==> run_1/cell_classes.png <==
The bar under the picture is 20 um long.
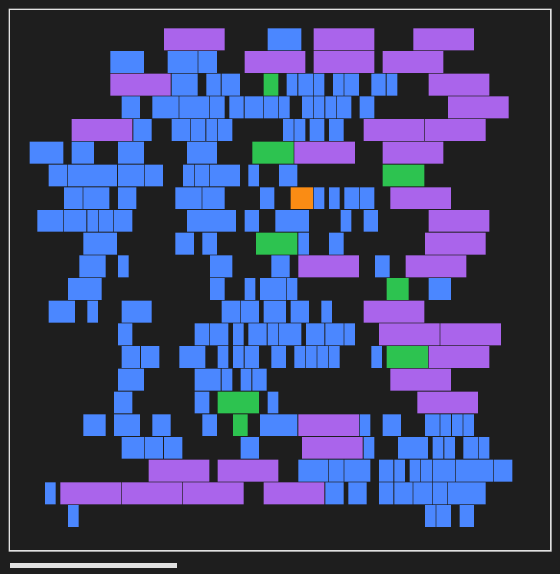
==> run_1/clock_map.png <==
The bar under the picture is 20 um long.
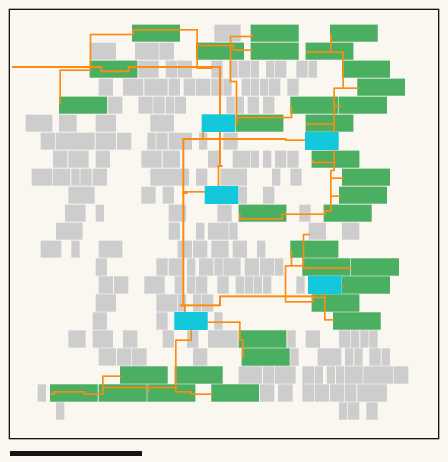
==> run_1/metal_stack.png <==
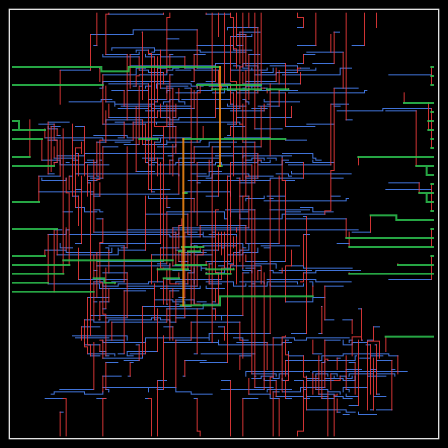
<file path="src/rtl/ctrl_decode_pipe_pkg.sv">
// ctrl_decode_pipe_pkg: opcodes, ALU/writeback codes, FSM states and the instruction decoder
package ctrl_decode_pipe_pkg;
  localparam logic [3:0] OP_R = 4'h0, OP_ADDI = 4'h1, OP_SLTI = 4'h3, OP_LW = 4'h4;
  localparam logic [3:0] OP_SW = 4'h5, OP_BEQ = 4'h6, OP_J = 4'h7, OP_JAL = 4'h8;
  localparam logic [2:0] FC_SLL = 3'd2, FC_SRL = 3'd4, FC_JR = 3'd7;
  localparam logic [2:0] ALU_ADD = 3'd0, ALU_SLT = 3'd3, ALU_EQ = 3'd7;
  localparam logic [1:0] WB_ALU = 2'd0, WB_RAM = 2'd1, WB_PC1 = 2'd2;
  typedef enum logic [1:0] {S_RUN, S_STALL, S_RESOLVE, S_FLUSH} state_t;
  typedef enum logic [1:0] {WA_RD, WA_HI, WA_RT, WA_RA} wa_t;
  typedef struct packed {
    logic       valid;
    logic [2:0] alu_cmd;
    logic       op2_imm;
    logic       shamt_sel;
    logic       ram_rd;
    logic       ram_wr;
    logic       wb_wr;
    logic [1:0] wb_src;
    logic       branch;
    logic       jump;
  } ctrl_t;
  typedef struct packed {
    ctrl_t c;
    wa_t   wa;
    logic  rs_lo;
    logic  use_rs;
    logic  use_rt;
    logic  illegal;
  } dec_t;
  // R-type fc 111 is jr; the remaining fc codes map straight onto ALU commands
  function automatic dec_t decode(input logic [15:0] ins);
    dec_t d;
    d = '0;
    d.c.valid = 1'b1;
    case (ins[15:12])
      OP_R:
        if (ins[2:0] == FC_JR) begin
          d.c.jump = 1'b1;
          d.use_rs = 1'b1;
        end else begin
          d.c.alu_cmd = ins[2:0];
          d.c.wb_wr = 1'b1;
          d.use_rs = 1'b1;
          d.rs_lo = ins[2:0] == FC_SLL || ins[2:0] == FC_SRL;
          d.c.op2_imm = d.rs_lo;
          d.c.shamt_sel = d.rs_lo;
          d.use_rt = !d.rs_lo;
          if (d.rs_lo) d.wa = WA_HI;
        end
      OP_ADDI, OP_SLTI: begin
        d.c.alu_cmd = ins[15:12] == OP_SLTI ? ALU_SLT : ALU_ADD;
        d.c.op2_imm = 1'b1;
        d.c.wb_wr = 1'b1;
        d.use_rs = 1'b1;
        d.wa = WA_RT;
      end
      OP_LW: begin
        d.c.op2_imm = 1'b1;
        d.c.ram_rd = 1'b1;
        d.c.wb_wr = 1'b1;
        d.c.wb_src = WB_RAM;
        d.use_rs = 1'b1;
        d.wa = WA_RT;
      end
      OP_SW: begin
        d.c.op2_imm = 1'b1;
        d.c.ram_wr = 1'b1;
        d.use_rs = 1'b1;
        d.use_rt = 1'b1;
      end
      OP_BEQ: begin
        d.c.alu_cmd = ALU_EQ;
        d.c.branch = 1'b1;
        d.use_rs = 1'b1;
        d.use_rt = 1'b1;
      end
      OP_J: d.c.jump = 1'b1;
      OP_JAL: begin
        d.c.jump = 1'b1;
        d.c.wb_wr = 1'b1;
        d.c.wb_src = WB_PC1;
        d.wa = WA_RA;
      end
      default: begin
        d.c.valid = 1'b0;
        d.illegal = 1'b1;
      end
    endcase
    if (ins == 16'h0000) d.c.valid = 1'b0;
    return d;
  endfunction
endpackage

</file>
<file path="src/rtl/ctrl_decode_pipe_if.sv">
// ctrl_decode_pipe_if: fetch/EX-side bus of the decode unit; slave is the decoder's view
interface ctrl_decode_pipe_if #(parameter int REG_AW = 4);
  logic [15:0]       instr_i;
  logic              instr_valid_i, branch_resolved_i, branch_taken_i;
  logic              fetch_stall_o, flush_o;
  logic [REG_AW-1:0] addr_rs_o, addr_rt_o, ex_wb_addr_o;
  logic              ex_valid_o, ex_op2_imm_o, ex_shamt_sel_o, ex_ram_rd_o, ex_ram_wr_o, ex_wb_wr_o;
  logic [2:0]        ex_alu_cmd_o, ex_shamt_o;
  logic [1:0]        ex_wb_src_o;
  logic              ex_branch_o, ex_jump_o, illegal_o;
  logic [5:0]        ex_imm_o;
  logic [11:0]       ex_jimm_o;
  modport master (
    output instr_i, instr_valid_i, branch_resolved_i, branch_taken_i,
    input  fetch_stall_o, flush_o, addr_rs_o, addr_rt_o, ex_valid_o, ex_alu_cmd_o, ex_op2_imm_o,
           ex_shamt_sel_o, ex_ram_rd_o, ex_ram_wr_o, ex_wb_wr_o, ex_wb_addr_o, ex_wb_src_o,
           ex_branch_o, ex_jump_o, ex_imm_o, ex_shamt_o, ex_jimm_o, illegal_o
  );
  modport slave (
    input  instr_i, instr_valid_i, branch_resolved_i, branch_taken_i,
    output fetch_stall_o, flush_o, addr_rs_o, addr_rt_o, ex_valid_o, ex_alu_cmd_o, ex_op2_imm_o,
           ex_shamt_sel_o, ex_ram_rd_o, ex_ram_wr_o, ex_wb_wr_o, ex_wb_addr_o, ex_wb_src_o,
           ex_branch_o, ex_jump_o, ex_imm_o, ex_shamt_o, ex_jimm_o, illegal_o
  );
endinterface

</file>
<file path="src/rtl/ctrl_decode_pipe_hazard.sv">
// hazard_detect: load-use compare of the load sitting in EX against the decoding word's sources
module hazard_detect #(parameter int REG_AW = 4) (
  input  logic              ex_valid,
  input  logic              ex_ram_rd,
  input  logic [REG_AW-1:0] ex_wb_addr,
  input  logic              use_rs,
  input  logic              use_rt,
  input  logic [REG_AW-1:0] rs,
  input  logic [REG_AW-1:0] rt,
  output logic              hazard
);
  assign hazard = ex_valid & ex_ram_rd & ((use_rs & (ex_wb_addr == rs)) | (use_rt & (ex_wb_addr == rt)));
endmodule

</file>
<file path="src/rtl/ctrl_decode_pipe.sv">
// ctrl_decode_pipe: decode into the ID/EX bundle plus stall/resolve/flush hazard control
module ctrl_decode_pipe import ctrl_decode_pipe_pkg::*; #(
  parameter int REG_AW       = 4,
  parameter int FLUSH_CYCLES = 3,
  parameter int RA_ADDR      = 2**REG_AW-1
) (
  input logic clk,
  input logic rst,
  ctrl_decode_pipe_if.slave bus
);
  localparam int CW = FLUSH_CYCLES > 0 ? $clog2(FLUSH_CYCLES+1) : 1;
  state_t            state_q, state_d;
  logic [CW-1:0]     cnt_q, cnt_d;
  ctrl_t             ctrl_q, ctrl_d;
  logic [REG_AW-1:0] wb_addr_q, wb_addr_d, wb_sel, addr_rs, addr_rt;
  logic [5:0]        imm_q, imm_d;
  logic [2:0]        shamt_q, shamt_d;
  logic [11:0]       jimm_q, jimm_d;
  logic              illegal_q, illegal_d;
  logic              hazard, run, hz, accept, issue, xfer;
  dec_t              dec;
  assign dec = decode(bus.instr_i);
  assign addr_rs = REG_AW'(dec.rs_lo ? bus.instr_i[8:6] : bus.instr_i[11:9]);
  assign addr_rt = REG_AW'(bus.instr_i[8:6]);
  assign wb_sel = dec.wa == WA_RA ? REG_AW'(RA_ADDR) :
                  dec.wa == WA_HI ? REG_AW'(bus.instr_i[11:9]) :
                  dec.wa == WA_RT ? REG_AW'(bus.instr_i[8:6]) : REG_AW'(bus.instr_i[5:3]);
  hazard_detect #(.REG_AW(REG_AW)) u_hazard (
    .ex_valid(ctrl_q.valid), .ex_ram_rd(ctrl_q.ram_rd), .ex_wb_addr(wb_addr_q),
    .use_rs(dec.use_rs), .use_rt(dec.use_rt), .rs(addr_rs), .rt(addr_rt), .hazard(hazard)
  );
  // STALL re-decodes the held word, so it accepts exactly like RUN
  assign run    = state_q == S_RUN || state_q == S_STALL;
  assign hz     = hazard & bus.instr_valid_i & run;
  assign accept = bus.instr_valid_i & run & !hz;
  assign issue  = accept & dec.c.valid;
  assign xfer   = issue & (dec.c.branch | dec.c.jump);
  always_comb begin
    ctrl_d    = issue ? dec.c : '0;
    wb_addr_d = issue && dec.c.wb_wr ? wb_sel : '0;
    imm_d     = issue ? bus.instr_i[5:0] : '0;
    shamt_d   = issue ? bus.instr_i[5:3] : '0;
    jimm_d    = issue ? bus.instr_i[11:0] : '0;
    illegal_d = accept & dec.illegal;
  end
  always_comb begin
    state_d = state_q;
    cnt_d   = state_q == S_FLUSH && cnt_q != '0 ? cnt_q - 1'b1 : cnt_q;
    case (state_q)
      S_RUN, S_STALL: state_d = xfer ? S_RESOLVE : hz ? S_STALL : S_RUN;
      S_RESOLVE:
        if (bus.branch_resolved_i) begin
          state_d = bus.branch_taken_i && FLUSH_CYCLES != 0 ? S_FLUSH : S_RUN;
          cnt_d   = bus.branch_taken_i ? CW'(FLUSH_CYCLES) : '0;
        end
      S_FLUSH: state_d = cnt_q <= CW'(1) ? S_RUN : S_FLUSH;
    endcase
  end
  always_ff @(posedge clk) begin
    if (!rst) begin
      state_q   <= S_RUN;
      cnt_q     <= '0;
      ctrl_q    <= '0;
      wb_addr_q <= '0;
      imm_q     <= '0;
      shamt_q   <= '0;
      jimm_q    <= '0;
      illegal_q <= 1'b0;
    end else begin
      state_q   <= state_d;
      cnt_q     <= cnt_d;
      ctrl_q    <= ctrl_d;
      wb_addr_q <= wb_addr_d;
      imm_q     <= imm_d;
      shamt_q   <= shamt_d;
      jimm_q    <= jimm_d;
      illegal_q <= illegal_d;
    end
  end
  assign bus.fetch_stall_o  = hz | (state_q == S_RESOLVE);
  assign bus.flush_o        = state_q == S_FLUSH;
  assign bus.addr_rs_o      = addr_rs;
  assign bus.addr_rt_o      = addr_rt;
  assign bus.ex_valid_o     = ctrl_q.valid;
  assign bus.ex_alu_cmd_o   = ctrl_q.alu_cmd;
  assign bus.ex_op2_imm_o   = ctrl_q.op2_imm;
  assign bus.ex_shamt_sel_o = ctrl_q.shamt_sel;
  assign bus.ex_ram_rd_o    = ctrl_q.ram_rd;
  assign bus.ex_ram_wr_o    = ctrl_q.ram_wr;
  assign bus.ex_wb_wr_o     = ctrl_q.wb_wr;
  assign bus.ex_wb_addr_o   = wb_addr_q;
  assign bus.ex_wb_src_o    = ctrl_q.wb_src;
  assign bus.ex_branch_o    = ctrl_q.branch;
  assign bus.ex_jump_o      = ctrl_q.jump;
  assign bus.ex_imm_o       = imm_q;
  assign bus.ex_shamt_o     = shamt_q;
  assign bus.ex_jimm_o      = jimm_q;
  assign bus.illegal_o      = illegal_q;
endmodule

</file>
<file path="src/flat_wrapper.sv">
// flat-port wrapper written by rule: the top's interface ports become plain ports
module ctrl_decode_pipe_flat import ctrl_decode_pipe_pkg::*;
#(
  parameter int REG_AW       = 4,
  parameter int FLUSH_CYCLES = 3,
  parameter int RA_ADDR      = 2**REG_AW-1
)
  (clk, rst, bus_instr_i, bus_instr_valid_i, bus_branch_resolved_i, bus_branch_taken_i, bus_fetch_stall_o, bus_flush_o, bus_addr_rs_o, bus_addr_rt_o, bus_ex_valid_o, bus_ex_alu_cmd_o, bus_ex_op2_imm_o, bus_ex_shamt_sel_o, bus_ex_ram_rd_o, bus_ex_ram_wr_o, bus_ex_wb_wr_o, bus_ex_wb_addr_o, bus_ex_wb_src_o, bus_ex_branch_o, bus_ex_jump_o, bus_ex_imm_o, bus_ex_shamt_o, bus_ex_jimm_o, bus_illegal_o);
  ctrl_decode_pipe_if #(.REG_AW(REG_AW)) bus_i ();
  input logic clk;
  input logic rst;
  input wire logic [$bits(bus_i.instr_i)-1:0] bus_instr_i;
  input wire logic [$bits(bus_i.instr_valid_i)-1:0] bus_instr_valid_i;
  input wire logic [$bits(bus_i.branch_resolved_i)-1:0] bus_branch_resolved_i;
  input wire logic [$bits(bus_i.branch_taken_i)-1:0] bus_branch_taken_i;
  output wire logic [$bits(bus_i.fetch_stall_o)-1:0] bus_fetch_stall_o;
  output wire logic [$bits(bus_i.flush_o)-1:0] bus_flush_o;
  output wire logic [$bits(bus_i.addr_rs_o)-1:0] bus_addr_rs_o;
  output wire logic [$bits(bus_i.addr_rt_o)-1:0] bus_addr_rt_o;
  output wire logic [$bits(bus_i.ex_valid_o)-1:0] bus_ex_valid_o;
  output wire logic [$bits(bus_i.ex_alu_cmd_o)-1:0] bus_ex_alu_cmd_o;
  output wire logic [$bits(bus_i.ex_op2_imm_o)-1:0] bus_ex_op2_imm_o;
  output wire logic [$bits(bus_i.ex_shamt_sel_o)-1:0] bus_ex_shamt_sel_o;
  output wire logic [$bits(bus_i.ex_ram_rd_o)-1:0] bus_ex_ram_rd_o;
  output wire logic [$bits(bus_i.ex_ram_wr_o)-1:0] bus_ex_ram_wr_o;
  output wire logic [$bits(bus_i.ex_wb_wr_o)-1:0] bus_ex_wb_wr_o;
  output wire logic [$bits(bus_i.ex_wb_addr_o)-1:0] bus_ex_wb_addr_o;
  output wire logic [$bits(bus_i.ex_wb_src_o)-1:0] bus_ex_wb_src_o;
  output wire logic [$bits(bus_i.ex_branch_o)-1:0] bus_ex_branch_o;
  output wire logic [$bits(bus_i.ex_jump_o)-1:0] bus_ex_jump_o;
  output wire logic [$bits(bus_i.ex_imm_o)-1:0] bus_ex_imm_o;
  output wire logic [$bits(bus_i.ex_shamt_o)-1:0] bus_ex_shamt_o;
  output wire logic [$bits(bus_i.ex_jimm_o)-1:0] bus_ex_jimm_o;
  output wire logic [$bits(bus_i.illegal_o)-1:0] bus_illegal_o;
  assign bus_i.instr_i = bus_instr_i;
  assign bus_i.instr_valid_i = bus_instr_valid_i;
  assign bus_i.branch_resolved_i = bus_branch_resolved_i;
  assign bus_i.branch_taken_i = bus_branch_taken_i;
  assign bus_fetch_stall_o = bus_i.fetch_stall_o;
  assign bus_flush_o = bus_i.flush_o;
  assign bus_addr_rs_o = bus_i.addr_rs_o;
  assign bus_addr_rt_o = bus_i.addr_rt_o;
  assign bus_ex_valid_o = bus_i.ex_valid_o;
  assign bus_ex_alu_cmd_o = bus_i.ex_alu_cmd_o;
  assign bus_ex_op2_imm_o = bus_i.ex_op2_imm_o;
  assign bus_ex_shamt_sel_o = bus_i.ex_shamt_sel_o;
  assign bus_ex_ram_rd_o = bus_i.ex_ram_rd_o;
  assign bus_ex_ram_wr_o = bus_i.ex_ram_wr_o;
  assign bus_ex_wb_wr_o = bus_i.ex_wb_wr_o;
  assign bus_ex_wb_addr_o = bus_i.ex_wb_addr_o;
  assign bus_ex_wb_src_o = bus_i.ex_wb_src_o;
  assign bus_ex_branch_o = bus_i.ex_branch_o;
  assign bus_ex_jump_o = bus_i.ex_jump_o;
  assign bus_ex_imm_o = bus_i.ex_imm_o;
  assign bus_ex_shamt_o = bus_i.ex_shamt_o;
  assign bus_ex_jimm_o = bus_i.ex_jimm_o;
  assign bus_illegal_o = bus_i.illegal_o;
  ctrl_decode_pipe #(.REG_AW(REG_AW), .FLUSH_CYCLES(FLUSH_CYCLES), .RA_ADDR(RA_ADDR)) u_core (.clk(clk), .rst(rst), .bus(bus_i));
endmodule
</file>
<file path="config.mk">
export PLATFORM = sky130hd
export DESIGN_NAME = ctrl_decode_pipe_flat
export DESIGN_NICKNAME = d
export VERILOG_FILES = /design/src/rtl/ctrl_decode_pipe_pkg.sv /design/src/rtl/ctrl_decode_pipe_if.sv /design/src/rtl/ctrl_decode_pipe_hazard.sv /design/src/rtl/ctrl_decode_pipe.sv /design/src/flat_wrapper.sv
export SDC_FILE = /design/constraint.sdc
export NUM_CORES = 1
export LEC_CHECK = 0
export CAP_MARGIN = 10
export CORE_MARGIN = 2
export CORE_UTILIZATION = 50
export DETAILED_ROUTE_END_ITERATION = 6
export DONT_BUFFER_PORTS = 1
export PLACE_DENSITY = 0.62
export SLEW_MARGIN = 20
export SYNTH_ARGS = -nofsm -noshare
export SYNTH_HDL_FRONTEND = slang
export SYNTH_SLANG_ARGS = --single-unit
</file>
<file path="constraint.sdc">
create_clock -name clk -period 6.7 [get_ports clk]
set_input_delay 1.34 -clock clk [delete_from_list [all_inputs] [get_ports clk]]
set_output_delay 1.34 -clock clk [all_outputs]
set_load 0.005 [all_outputs]
</file>
==> run summary, run 1 <==
This memo summarizes the results of the implementation run.

Final timing
The share of the clock period used by the worst path is 67.7%. In this build the clock could be raised as far as 0.220 GHz. The remaining max-slew budget at the tightest pin is 36.7%.

Routing
After detailed routing, the wire length on met1 is 1900 um. The routed layout has roughly 1500 vias.

Critical path
Max fanout on the critical path was recorded as 14. The total number of cells along the worst setup path is 5. STA reports a reg2reg setup slack of 4450 ps. The required time at the worst endpoint is listed as 5360 ps. For the worst flop-to-flop path, the logic depth is 5.

Clocking
TritonCTS built the clock tree. No sink is reached through more buffers than the 2 on the longest clock path.

Status
The run finished with clean final reports.

Floorplanning
In this run the core area contains 22 standard-cell rows.

Cells and area
The final instance count without filler cells is 256. The clock distribution area overhead in the final layout is 4.73%.

Logic synthesis
The number of distinct standard cells referenced by the synthesized netlist is between 50 and 60. The cell type with the highest aggregate area in the netlist is dfxtp_1.

Global routing
Routing resource usage on met2 recorded by global route was 31.8%.

Power and ir drop
The maximum ir drop on the vdd rail is 71.3 uV.

Place
Counting tap cells, the placed design contains a total of ~250 instances.
-- cell_classes.png (at the start) --
- clock drivers and dummy loads: green (cells 8)
- flops: purple (cells 33)
- other buffers and delay cells: orange (cells 1)
- all other logic: blue (cells 166)

-- clock_map.png (at the start) --
- clock wires: orange (length 375 um)
- flip-flops: green (count 33)
- cells driving clock nets: cyan (count 5)
- routed clock nets: 6
Clk. pwr: 0.000142 W
clock group share of total power: 37.0%
worst clock skew: 8.40 ps
Clk Latency, worst-skew pair: 280 ps

-- metal_stack.png (at the start) --
- met1: blue (wire length 1900 um)
- met4: orange (wire length 40.1 um)
- met3: green (wire length 311 um)
- met2: red (wire length 1800 um)

==> run 1: cells by family after synthesis <==
family,after synthesis
simple gates,101
compound gates,43
flops,33
buf+inv,33
xor+xnor,7
mux,5
fa+ha+maj,2
other cells,1
==> run 1: worst max path at each step <==
stage	end	slack [ps]
6_report	bus_fetch_stall_o	2160
3_5_place_dp	bus_fetch_stall_o	2160
5_1_grt	bus_fetch_stall_o	2120
2_1_floorplan	bus_fetch_stall_o	2450
4_1_cts	bus_fetch_stall_o	2160
3_3_place_gp	bus_fetch_stall_o	2220
==> run 1: report_power, final <==
part	switching, W	internal, W
registers	0.00000369	0.000201
clock network	0.0000706	0.0000715
logic	0.0000211	0.0000163
==> run 1 -> run 2 <==
clock period = 4.3 ns   (was 6.7 ns; I/O delays follow)
==> run 2 against run 1 <==
Against the previous run: clock skew increased by 4.9 ps; highest routed layer unchanged; first-iteration DRC count is 53% higher; critical path type unchanged; wire length rose by 2.0%; global-route usage hardly changed.
==> run summary, run 2 <==
This memo summarizes the results of the implementation run.

Status
The flow ran to the end, and the final reports show no timing, DRC or antenna violations.

Logic synthesis
The cell type with the highest aggregate area in the netlist is dfxtp_1. The number of distinct standard cells referenced by the synthesized netlist is 51 (unchanged).

Clocking
The clock latency of the later-clocked register in the worst-skew pair is 290 ps (about the same). The clock tree from TritonCTS is done.

Routing
The total vias in the final route is 1529 (+2.3%). The sum of routed wire segments on met1 is 1910 um (+0.58%).

Cells and area
The final instance count without filler cells was 258 (+0.78%).

Floorplanning
Before placement the cells fill 51.1% of the core. The full die area is 0.00419 sq mm. The number of standard-cell rows in the floorplan came to 22 (unchanged).

Final timing
The share of the clock period used by the worst path is 79.6%. The remaining max-slew budget at the tightest pin is 59.1% (+22 points).

Critical path
The register-to-register setup slack is 2380 ps (-2070 ps). The largest fanout on the critical path is 14 (unchanged). The timing endpoint of the critical path is bus_fetch_stall_o. The depth of the worst register-to-register path came to 6 (+1). The critical path data required time came to 3440 ps (-1920 ps).

Place
The count of placed standard cells including taps came to 250 (+0.81%).

Power and ir drop
The maximum ir drop on the vdd rail is 116 uV (+63%).

Global routing
The initial antenna violation count is 0.
## run 2: power by group
group | internal, W | switching (W) | leakage (nW)
combinational | 0.0000255 | 0.0000334 | 0.341
clock | 0.000111 | 0.000110 | 0.0439
sequential | 0.000313 | 0.00000573 | 0.267
total | 0.000449 | 0.000149 | 0.652
## run 2: area by class of cell
cell class / count / area, sq um / area share (%)
Clock buffer: 5 / 68.8 / 3.74
Inverter: 6 / 22.5 / 1.22
Clock inverter: 3 / 17.5 / 0.952
Multi-Input combinational cell: 160 / 987 / 53.7
Tap cell: 48 / 60.1 / 3.27
Sequential cell: 33 / 661 / 35.9
Timing Repair Buffer: 3 / 22.5 / 1.22
==> run_2/metal_stack.png <==
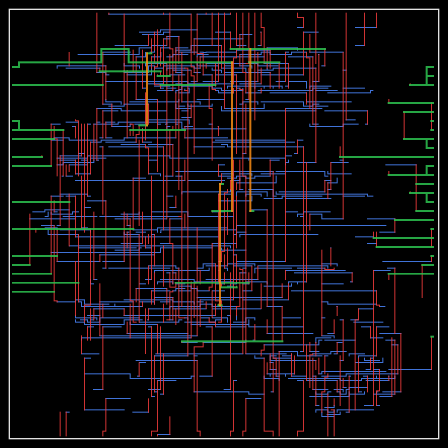
- met1: blue (wire length 1910 um)
- met4: orange (wire length 76.2 um)
- met3: green (wire length 308 um)
- met2: red (wire length 1840 um)

==> run_2/clock_map.png <==
The bar under the picture is 20 um long.
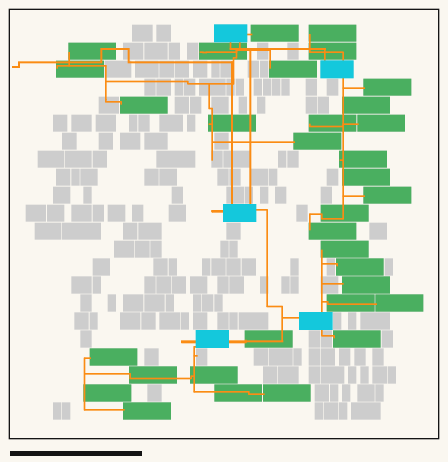

==> run 2 -> run 3 <==
PLACE_DENSITY = 0.65   (was 0.62)
clock period = 2.8 ns   (was 4.3 ns; I/O delays follow)
==> run_3/clock_map.png <==
The bar under the picture is 20 um long.
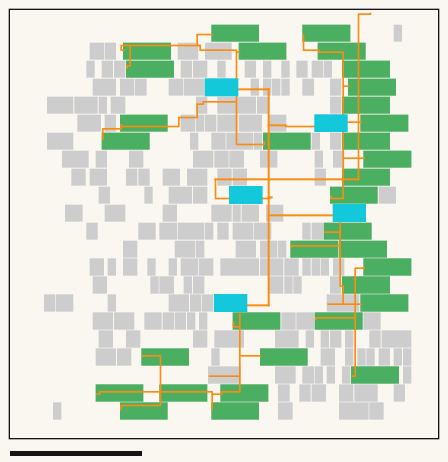
- cells driving clock nets: cyan (count 5)
- clock wires: orange (length 359 um)
- flip-flops: green (count 33)
- routed clock nets: 6

==> run 3 against run 2 <==
Against the previous run: clock skew fell by 2.9 ps; register-to-register slack got worse by 1500 ps; non-clock buffer count grew 4; clock-buffer cell count is 2 higher; clock power grew 72%; synthesized area did not move; sequential power up 54%; hold slack got worse by 240 ps; first-iteration DRC count shrank 12%; sequential share of layout area is 0.86 points lower; synthesized cell count stayed put; critical path type unchanged; largest cell class unchanged; largest power group unchanged.
==> run summary, run 3 <==
This memo summarizes the results of the implementation run.

Status
The flow ran to the end, and the final reports show no timing, DRC or antenna violations.

Global routing
In this run the most used layer during global routing was met2. The initial antenna violation count is 0 (unchanged).

Power and ir drop
The net switching power of the design is 0.000220 W (+48%). The power attributed to sequential cells came to 0.000489 W (+54%). The clock network power was 0.000381 W (+72%). The maximum ir drop on the vdd rail came to 152 uV (+31%).

The logic gate share of total power came to 9.7% (about the same). The internal power summed over all cells was 0.000743 W (+65%). The power dissipated in combinational cells is 0.0000931 W (+58%). The sequential share of power came to 50.8% (-2.4 points).

The net switching share of the total power came to 22.9% (-2.0 points).

Clocking
The clock slew seen by the registers of the worst setup and hold paths is 60 ps. The clock tree from TritonCTS is done. The clock latency of the later-clocked register in the worst-skew pair is 280 ps (about the same).

Place
The count of placed standard cells including taps was 254 (+1.6%). Per the placement log, port buffering inserted 0 buffers.

Routing
The total vias in the final route is 1540 (+0.72%). The sum of routed wire segments on met1 is 1990 um (+4.4%).

Critical path
The slowest cell on the critical path is or4_4. The launching point of the worst reg2reg path is u_core.bus.ex_wb_src_o[0]. The register-to-register setup slack was 840 ps (-1540 ps). The most critical setup path has its endpoint at bus_fetch_stall_o. The largest fanout on the critical path is 14 (unchanged). The depth of the worst register-to-register path came to 6 (unchanged).

Logic synthesis
The number of distinct standard cells referenced by the synthesized netlist was 51 (unchanged). The cell type with the highest aggregate area in the netlist is dfxtp_1.

Cells and area
The final instance count without filler cells is 262 (+1.6%).

Final timing
The share of the clock period used by the worst path is a little over nine tenths. The remaining max-slew budget at the tightest pin is 64.6% (+5.5 points).

Min path
For hold timing, the worst endpoint is u_core.bus.ex_op2_imm_o.

Floorplanning
The core utilization at floorplan is 51.1% (unchanged).

Run
Across all stage logs, warnings added up to 27.
-- run 3: cell counts after synthesis --
No cell type changed its count.
-- run 3: kinds of logic after synthesis --
kind of cell,share of synthesized area [%]
simple gates,29.5
compound gates,16.1
flops,35.8
buf+inv,10.8
xor+xnor,3.33
mux,2.92
fa+ha+maj,1.36
other cells,0.203
-- run 3: area by class of cell --
type                            count  area (sq um)  area share [%]
Clock buffer                        7          96.3            5.11
Sequential cell                    33           661            35.1
Inverter                            6          22.5            1.20
Tap cell                           48          60.1            3.19
Clock inverter                      1          5.00           0.266
Multi-Input combinational cell    160           987            52.4
Timing Repair Buffer                7          52.6            2.79
-- run 3: worst reg2reg max path: stages, from the launching register on --
cell and delay (ps):
dfxtp_1 380, nand3b_1 160, a311o_1 300, a31o_2 250
nor3_4 390, buf_4 280, nor3_1 80
Power figures rest on the tool's default switching activity, not on a simulated workload.
